$ cat src/rtl/hw_controller.sv
// Multi-cycle hardwired control unit for the 4-register teaching CPU.
// Owns PC and IR, sequences FETCH/DECODE/EXEC/WB and drives every datapath strobe.
module hw_controller #(
  parameter int PC_W  = 4,
  parameter int IW    = 14,
  parameter int RET_W = 8
) (
  input  logic             iClk,
  input  logic             iRst,
  input  logic             iRun,
  input  logic [15:0]      iInstr,
  input  logic             iZero,
  output logic [PC_W-1:0]  oPc,
  output logic [1:0]       oRs1,
  output logic [1:0]       oRs2,
  output logic [1:0]       oRd,
  output logic [3:0]       oImm,
  output logic [2:0]       oAluOp,
  output logic             oAluSrcImm,
  output logic             oRegWe,
  output logic             oHalt,
  output logic             oIllegal,
  output logic [RET_W-1:0] oRetired,
  output logic [2:0]       oState
);

  typedef enum logic [2:0] {
    S_IDLE   = 3'd0,
    S_FETCH  = 3'd1,
    S_DECODE = 3'd2,
    S_EXEC   = 3'd3,
    S_WB     = 3'd4,
    S_HALT   = 3'd5
  } state_t;

  localparam logic [3:0] OP_NOP  = 4'h0;
  localparam logic [3:0] OP_ADD  = 4'h1;
  localparam logic [3:0] OP_SUB  = 4'h2;
  localparam logic [3:0] OP_AND  = 4'h3;
  localparam logic [3:0] OP_OR   = 4'h4;
  localparam logic [3:0] OP_XOR  = 4'h5;
  localparam logic [3:0] OP_ADDI = 4'h6;
  localparam logic [3:0] OP_ANDI = 4'h7;
  localparam logic [3:0] OP_ORI  = 4'h8;
  localparam logic [3:0] OP_BEQ  = 4'hA;
  localparam logic [3:0] OP_BNE  = 4'hB;
  localparam logic [3:0] OP_JMP  = 4'hC;
  localparam logic [3:0] OP_HALT = 4'hF;

  state_t            r_state;
  state_t            w_next;
  logic [PC_W-1:0]   r_pc;
  logic [PC_W-1:0]   w_pc_next;
  logic [IW-1:0]     r_ir;
  logic [RET_W-1:0]  r_retired;
  logic              r_illegal;

  logic              w_ir_load;
  logic              w_retire;
  logic              w_set_illegal;
  logic              w_reg_we;

  logic [3:0]        w_op;
  logic              w_is_alu;
  logic              w_is_imm;
  logic              w_is_branch;
  logic              w_is_jmp;
  logic              w_is_halt;
  logic              w_is_illegal;
  logic              w_taken;
  logic [PC_W-1:0]   w_pc_inc;
  logic [PC_W-1:0]   w_target;
  logic [2:0]        w_alu_op;
  logic              w_unused;

  // ROM bits above the instruction width carry no meaning.
  assign w_unused = ^iInstr[15:IW];

  assign w_op      = r_ir[13:10];
  assign w_pc_inc  = r_pc + 1'b1;
  assign w_target  = PC_W'(r_ir[3:0]);

  always_comb begin
    w_is_alu     = 1'b0;
    w_is_imm     = 1'b0;
    w_is_branch  = 1'b0;
    w_is_jmp     = 1'b0;
    w_is_halt    = 1'b0;
    w_is_illegal = 1'b0;
    w_alu_op     = 3'd0;
    case (w_op)
      OP_NOP:  ;
      OP_ADD:  begin w_is_alu = 1'b1; w_alu_op = 3'd0; end
      OP_SUB:  begin w_is_alu = 1'b1; w_alu_op = 3'd1; end
      OP_AND:  begin w_is_alu = 1'b1; w_alu_op = 3'd2; end
      OP_OR:   begin w_is_alu = 1'b1; w_alu_op = 3'd3; end
      OP_XOR:  begin w_is_alu = 1'b1; w_alu_op = 3'd4; end
      OP_ADDI: begin w_is_alu = 1'b1; w_is_imm = 1'b1; w_alu_op = 3'd0; end
      OP_ANDI: begin w_is_alu = 1'b1; w_is_imm = 1'b1; w_alu_op = 3'd2; end
      OP_ORI:  begin w_is_alu = 1'b1; w_is_imm = 1'b1; w_alu_op = 3'd3; end
      // Branches subtract so the ALU zero flag reflects rs1 == rs2.
      OP_BEQ:  begin w_is_branch = 1'b1; w_alu_op = 3'd1; end
      OP_BNE:  begin w_is_branch = 1'b1; w_alu_op = 3'd1; end
      OP_JMP:  w_is_jmp  = 1'b1;
      OP_HALT: w_is_halt = 1'b1;
      default: w_is_illegal = 1'b1;
    endcase
  end

  assign w_taken = w_is_jmp ||
                   (w_is_branch && ((w_op == OP_BEQ) ? iZero : !iZero));

  always_comb begin
    w_next        = r_state;
    w_pc_next     = r_pc;
    w_ir_load     = 1'b0;
    w_retire      = 1'b0;
    w_set_illegal = 1'b0;
    w_reg_we      = 1'b0;
    case (r_state)
      // iRun is a level start request; it is only looked at here.
      S_IDLE: begin
        if (iRun) w_next = S_FETCH;
      end
      S_FETCH: begin
        w_ir_load = 1'b1;
        w_next    = S_DECODE;
      end
      S_DECODE: begin
        if (w_is_halt) begin
          w_next = S_HALT;
        end else if (w_is_illegal) begin
          w_set_illegal = 1'b1;
          w_pc_next     = w_pc_inc;
          w_retire      = 1'b1;
          w_next        = S_FETCH;
        end else begin
          w_next = S_EXEC;
        end
      end
      S_EXEC: begin
        if (w_is_alu) begin
          w_next = S_WB;
        end else begin
          w_pc_next = w_taken ? w_target : w_pc_inc;
          w_retire  = 1'b1;
          w_next    = S_FETCH;
        end
      end
      S_WB: begin
        // r0 is hardwired zero, so a write to it is suppressed.
        w_reg_we  = (r_ir[5:4] != 2'd0);
        w_pc_next = w_pc_inc;
        w_retire  = 1'b1;
        w_next    = S_FETCH;
      end
      S_HALT: begin
        w_next = S_HALT;
      end
      default: begin
        w_next = S_IDLE;
      end
    endcase
  end

  always_ff @(posedge iClk) begin
    if (iRst) begin
      r_state   <= S_IDLE;
      r_pc      <= '0;
      r_ir      <= '0;
      r_retired <= '0;
      r_illegal <= 1'b0;
    end else begin
      r_state <= w_next;
      r_pc    <= w_pc_next;
      if (w_ir_load) r_ir <= iInstr[IW-1:0];
      if (w_retire && (r_retired != {RET_W{1'b1}})) r_retired <= r_retired + 1'b1;
      if (w_set_illegal) r_illegal <= 1'b1;
    end
  end

  assign oPc        = r_pc;
  assign oRs1       = r_ir[9:8];
  assign oRs2       = r_ir[7:6];
  assign oRd        = r_ir[5:4];
  assign oImm       = r_ir[3:0];
  assign oAluOp     = w_alu_op;
  assign oAluSrcImm = w_is_imm;
  assign oRegWe     = w_reg_we;
  assign oHalt      = (r_state == S_HALT);
  assign oIllegal   = r_illegal;
  assign oRetired   = r_retired;
  assign oState     = r_state;

endmodule

$ cat config.mk
export PLATFORM = sky130hd
export DESIGN_NAME = hw_controller
export DESIGN_NICKNAME = d
export VERILOG_FILES = /design/src/rtl/hw_controller.sv
export SDC_FILE = /design/constraint.sdc
export NUM_CORES = 1
export LEC_CHECK = 0
export CAP_MARGIN = 25
export CELL_PAD_IN_SITES_DETAIL_PLACEMENT = 1
export CELL_PAD_IN_SITES_GLOBAL_PLACEMENT = 1
export CORE_UTILIZATION = 34
export CTS_BUF_LIST = sky130_fd_sc_hd__clkbuf_4
export CTS_CLUSTER_DIAMETER = 200
export DETAILED_ROUTE_END_ITERATION = 8
export PLACE_DENSITY_LB_ADDON = 0.1
export SLEW_MARGIN = 20
export SYNTH_ARGS = -nofsm -noshare
export SYNTH_HDL_FRONTEND = slang
export SYNTH_SLANG_ARGS = --single-unit
$ cat constraint.sdc
create_clock -name iClk -period 2.1 [get_ports iClk]
set_input_delay 0.21 -clock iClk [delete_from_list [all_inputs] [get_ports iClk]]
set_output_delay 0.21 -clock iClk [all_outputs]
set_load 0.02 [all_outputs]
### Wiring by layer

The bar under the picture is 20 um long.
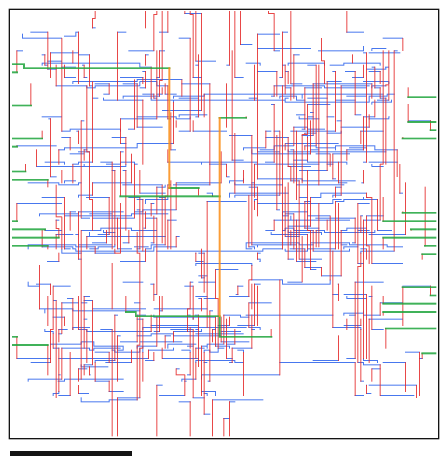
- red: metal 2 (wire length 2030 um)
- orange: metal 4 (wire length 52.4 um)
- blue: metal 1 (wire length 1780 um)
- green: metal 3 (wire length 203 um)
total vias in the final route: 1532
Routed WL per cell: 14.08 um
global-route total usage across every layer: 17.23%

### Where the registers sit

The bar under the picture is 20 um long. Other sequential cells in the stronger gray, the rest of the logic in the fainter gray.
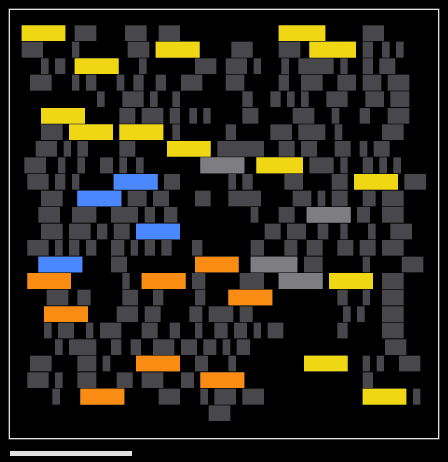
- orange: oRetired (flops 8)
- blue: oPc (flops 4; where left middle)
- yellow: r_ir (flops 14; where widely spread)
- not colored: 4
register fraction of the total cell area: 28.55%
Seq group: 713 uW
post-layout util: 48.04%
sequential standard cell area: 605.6 um2

==> impl_results.html <==
<h2>Synthesis and place &amp; route</h2>
<table>
<tr><th>Metric</th><th>Value</th></tr>
<tr><th colspan="2">Outcome</th></tr>
<tr><td>Outcome</td><td>completed</td></tr>
<tr><th colspan="2">Global routing</th></tr>
<tr><td>Via count of the first global-routing pass</td><td>1483</td></tr>
<tr><td>Maximum number of pins on one net before global-route repair</td><td>32</td></tr>
<tr><td>GRT overflow</td><td>0</td></tr>
<tr><td>Wire length of the first global-routing pass</td><td>~6800 um</td></tr>
<tr><td>Number of antenna violations at the first check in global routing</td><td>0</td></tr>
<tr><th colspan="2">Synthesis</th></tr>
<tr><td>Post-Syn Nets</td><td>217</td></tr>
<tr><td>Top area contributor share</td><td>between 30% and 40%</td></tr>
<tr><td>Combined area of all synthesized cells</td><td>about 1600 um2</td></tr>
<tr><td>Cell taking the most area after synthesis</td><td>sky130_fd_sc_hd__dfxtp_1</td></tr>
<tr><td>Post-synth seq share</td><td>approximately 38%</td></tr>
<tr><td>Share of flip-flops with an asynchronous set or reset after synthesis</td><td>0%</td></tr>
<tr><td>Commonest flop</td><td>sky130_fd_sc_hd__dfxtp_1</td></tr>
<tr><td>Cell total in the yosys stat output</td><td>about 200</td></tr>
<tr><td>Cell count after synthesis</td><td>~200</td></tr>
<tr><td>Chip area estimate from yosys synthesis</td><td>1593 um2</td></tr>
<tr><td>Yosys synthesis warning count</td><td>0</td></tr>
<tr><td>Avg Cell Area, Syn</td><td>8.168 um2</td></tr>
<tr><td>Count of state elements after synthesis</td><td>30</td></tr>
<tr><td>Top cells by area</td><td>sky130_fd_sc_hd__dfxtp_1 38%, sky130_fd_sc_hd__nand2_1 9.0%, sky130_fd_sc_hd__a21oi_1 6.3%</td></tr>
<tr><td>Library cells used by synthesis</td><td>around 49</td></tr>
<tr><td>Number of synthesized flops with an enable pin</td><td>0</td></tr>
<tr><th colspan="2">Setup path</th></tr>
<tr><td>Path type of the worst setup path</td><td>reg -&gt; out</td></tr>
<tr><td>Required time at the endpoint of the critical path</td><td>around 1.9 ns</td></tr>
<tr><td>Crit-path cells</td><td>buf_4, nor3_1, a31o_2, clkdlybuf4s50_1</td></tr>
<tr><td>Highest-delay cell along the critical path</td><td>sky130_fd_sc_hd__clkdlybuf4s50_1</td></tr>
<tr><td>Endpoint class of the critical path</td><td>output pin</td></tr>
<tr><td>Crit Path Max Fanout</td><td>9</td></tr>
<tr><td>Critical Path Max Stage Delay</td><td>around 0.6 ns</td></tr>
<tr><td>Crit start category</td><td>flop</td></tr>
<tr><td>Register-to-Register Setup Slack</td><td>around 0.13 ns</td></tr>
<tr><td>Arrival time at the worst endpoint</td><td>1.79 ns</td></tr>
<tr><th colspan="2">Timing</th></tr>
<tr><td>Final setup viols</td><td>0</td></tr>
<tr><td>Period Utilization, post-route</td><td>between 90% and 100%</td></tr>
<tr><td>Post-Route Setup TNS</td><td>0 ns</td></tr>
<tr><td>Unrepaired setup endpoints after global routing</td><td>no</td></tr>
<tr><td>Final Max Tran Viols</td><td>0</td></tr>
<tr><td>Transition time at the pin with the least slew margin</td><td>~0.59 ns</td></tr>
<tr><td>Min cycle time layout</td><td>roughly 2 ns</td></tr>
<tr><td>Largest clock skew in the final design</td><td>approximately 0.0069 ns</td></tr>
<tr><td>Peak Freq</td><td>between 0.5 and 0.6 GHz</td></tr>
<tr><td>Final Hold Fails</td><td>0</td></tr>
<tr><td>Worst slew margin</td><td>60.80%</td></tr>
<tr><td>Worst-case setup margin in the final layout</td><td>approximately 0.10 ns</td></tr>
<tr><th colspan="2">Run</th></tr>
<tr><td>Number of OpenROAD warnings</td><td>28</td></tr>
<tr><td>Tally of max-capacitance violations</td><td>0</td></tr>
<tr><th colspan="2">Final layout</th></tr>
<tr><td>Area growth syn-to-layout</td><td>33.15%</td></tr>
<tr><td>Count of filler cells inserted in the layout</td><td>~530</td></tr>
<tr><td>Top library cells by usage in the layout, fill and taps aside</td><td>47 x sky130_fd_sc_hd__clkdlybuf4s50_1, 38 x sky130_fd_sc_hd__nand2_1, 26 x sky130_fd_sc_hd__dfxtp_1</td></tr>
<tr><td>Top logic cell by instance count in the layout</td><td>sky130_fd_sc_hd__clkdlybuf4s50_1</td></tr>
<tr><td>Number of antenna diodes</td><td>0</td></tr>
<tr><td>Fraction of layout cells with a size suffix above 1</td><td>about a tenth</td></tr>
<tr><td>Number of nets in the final layout</td><td>roughly 260</td></tr>
<tr><td>Design Area, Final</td><td>approximately 2100 um2</td></tr>
<tr><th colspan="2">Floorplan</th></tr>
<tr><td>Die Height</td><td>approximately 70 um</td></tr>
<tr><td>Top-level port count</td><td>~52</td></tr>
<tr><td>Floorplan-stage core utilization</td><td>36.08%</td></tr>
<tr><td>X dimension of the die</td><td>between 70 and 80 um</td></tr>
<tr><td>Core area</td><td>~4400 um2</td></tr>
<tr><td>Std-Cell Rows</td><td>24</td></tr>
<tr><td>Area of the chip</td><td>about 5000 um2</td></tr>
<tr><th colspan="2">Worst hold path</th></tr>
<tr><td>Worst hold path type</td><td>in -&gt; reg</td></tr>
<tr><th colspan="2">Pwr</th></tr>
<tr><td>Maximum resistive drop on vdd</td><td>0.0003265 V</td></tr>
<tr><td>Switching Power</td><td>approximately 600 uW</td></tr>
<tr><td>Int Power</td><td>roughly 1000 uW</td></tr>
<tr><td>Share of total power in combinational logic</td><td>35.7%</td></tr>
<tr><td>Leakage power</td><td>~0.00075 uW</td></tr>
<tr><td>Part of the power in registers</td><td>between 40% and 50%</td></tr>
<tr><td>Switching part of the total</td><td>a little over a third</td></tr>
<tr><td>Clk network pwr share</td><td>between 20% and 30%</td></tr>
<tr><td>Power per cell area</td><td>775.9 nW/um2</td></tr>
<tr><th colspan="2">Routing</th></tr>
<tr><td>Via count normalized by instance count</td><td>5.301</td></tr>
<tr><td>Number of DRC markers in iteration 0</td><td>60</td></tr>
<tr><td>DRC viols</td><td>0</td></tr>
<tr><td>Final routed wirelength across all metal layers</td><td>approximately 4000 um</td></tr>
<tr><td>Antenna Nets Post-Route</td><td>0</td></tr>
<tr><td>DRT Pass-1 Iters</td><td>4</td></tr>
<tr><th colspan="2">Place</th></tr>
<tr><td>Port Buffers</td><td>49</td></tr>
<tr><td>Global placement routability congestion</td><td>about 0.76</td></tr>
<tr><td>Final HPWL DP</td><td>3035 um</td></tr>
<tr><td>Minimum setup slack after placement</td><td>0.06138 ns</td></tr>
<tr><td>Placed instance area</td><td>a little over 2000 um2</td></tr>
<tr><th colspan="2">CTS</th></tr>
<tr><td>Clock Tree Root</td><td>sky130_fd_sc_hd__clkbuf_4</td></tr>
<tr><td>Latest clock arrival within the worst-skew pair</td><td>0.34 ns</td></tr>
<tr><td>Clock tree from TritonCTS</td><td>built</td></tr>
<tr><td>Clock sink count</td><td>30</td></tr>
<tr><td>H-tree depth</td><td>2</td></tr>
<tr><td>Buffers from clock root to sink, at most</td><td>2</td></tr>
<tr><td>Cts hold-fix bufs</td><td>0</td></tr>
<tr><td>Number of buffers inserted to repair setup after CTS</td><td>0</td></tr>
<tr><td>CTS Buf Count</td><td>5</td></tr>
<tr><td>CTS clock-pin slew for the worst setup and hold paths</td><td>0.09 ns</td></tr>
</table>
cell type report:
cell class	count	area, um2	area share, %
multi-input combinational	138	840.8	39.65
sequential	30	605.6	28.55
timing repair buffer	55	533.0	25.13
tap	52	65.06	3.068
clock buffer	6	45.04	2.124
inverter	6	22.52	1.062
clock inverter	2	8.758	0.4130
worst paths after layout:
check | startpoint | to | cells after the start
hold / removal | iInstr[3] | r_ir[3] | 3
setup reg to reg | oState[2] | oRetired[5] | 5
hold reg to reg | r_ir[7] | r_ir[7] | 2
setup / recovery | r_ir[10] | oAluOp[1] | 4
worst max-delay path, delay by kind of cell (launching register included):
family,cells,cell delay (ns)
DFF,1,0.37
AOI/OAI and AO/OA,1,0.12
and+or+nand+nor,1,0.19
buffers and inverters,2,0.78
cells by family (layout without fill, tap and decap cells):
group | count (synthesis) | after routing | synth area share (%)
buffers and inverters | 27 | 69 | 9.897
flip-flops | 30 | 30 | 37.71
AND/OR/NAND/NOR | 83 | 83 | 26.00
multiplexers | 6 | 6 | 4.006
XOR/XNOR | 2 | 2 | 1.100
adder cells (fa/ha/maj) | 3 | 3 | 2.199
AND-OR/OR-AND | 44 | 44 | 19.09
layer usage:
metal	part of all wire [%]	GRT usage, %	vias up
met3	5.0	4.329	5
met1	44	20.18	738
met5	0	0	-
met2	50	29.52	34
li1	-	-	755
met4	1.3	7.333	0
registers in the layout, indices dropped and copies added (netlist names):
name and cells:
oPc 4, oIllegal 1, r_ir 14, oRetired 8, oState 3
synthesized netlist by cell type (3+ instances only):
master,number
sky130_fd_sc_hd__clkbuf_1,6
sky130_fd_sc_hd__nor3_1,3
sky130_fd_sc_hd__a21oi_1,20
sky130_fd_sc_hd__buf_4,10
sky130_fd_sc_hd__mux2_2,3
sky130_fd_sc_hd__nor2b_1,3
sky130_fd_sc_hd__inv_1,6
sky130_fd_sc_hd__o21ai_0,4
sky130_fd_sc_hd__nand3_1,4
sky130_fd_sc_hd__nand2b_1,5
sky130_fd_sc_hd__buf_2,3
sky130_fd_sc_hd__mux2i_1,3
sky130_fd_sc_hd__nor4_1,3
sky130_fd_sc_hd__nor2_1,11
sky130_fd_sc_hd__dfxtp_1,30
sky130_fd_sc_hd__nand2_1,38
sky130_fd_sc_hd__or3_1,3
power by group through the flow:
stage	registers [uW]	logic (uW)	clock network (uW)
final	713	588	345
after global routing	727	637	387
after CTS	711	592	362
after detailed placement	721	595	0
after global placement	716	573	0
after floorplan	720	377	0
what timing repair did:
action,in CTS,in global routing
endpoints found under the setup margin,2,5
gates resized,4,3
pin swaps,0,0
per-stage QoR:
stage | hold slack (ns) | power [uW] | instances | util, %
2_1_floorplan | 0.3460 | 1097 | 195 | -
4_1_cts | 0.4053 | 1665 | 289 | 47.85
6_report | 0.4150 | 1646 | 289 | 48.04
3_3_place_gp | 0.4429 | 1289 | 281 | 46.63
5_1_grt | 0.4245 | 1752 | 289 | 48.04
3_5_place_dp | 0.4540 | 1316 | 281 | 46.63
Power and IR drop assume default switching activity.
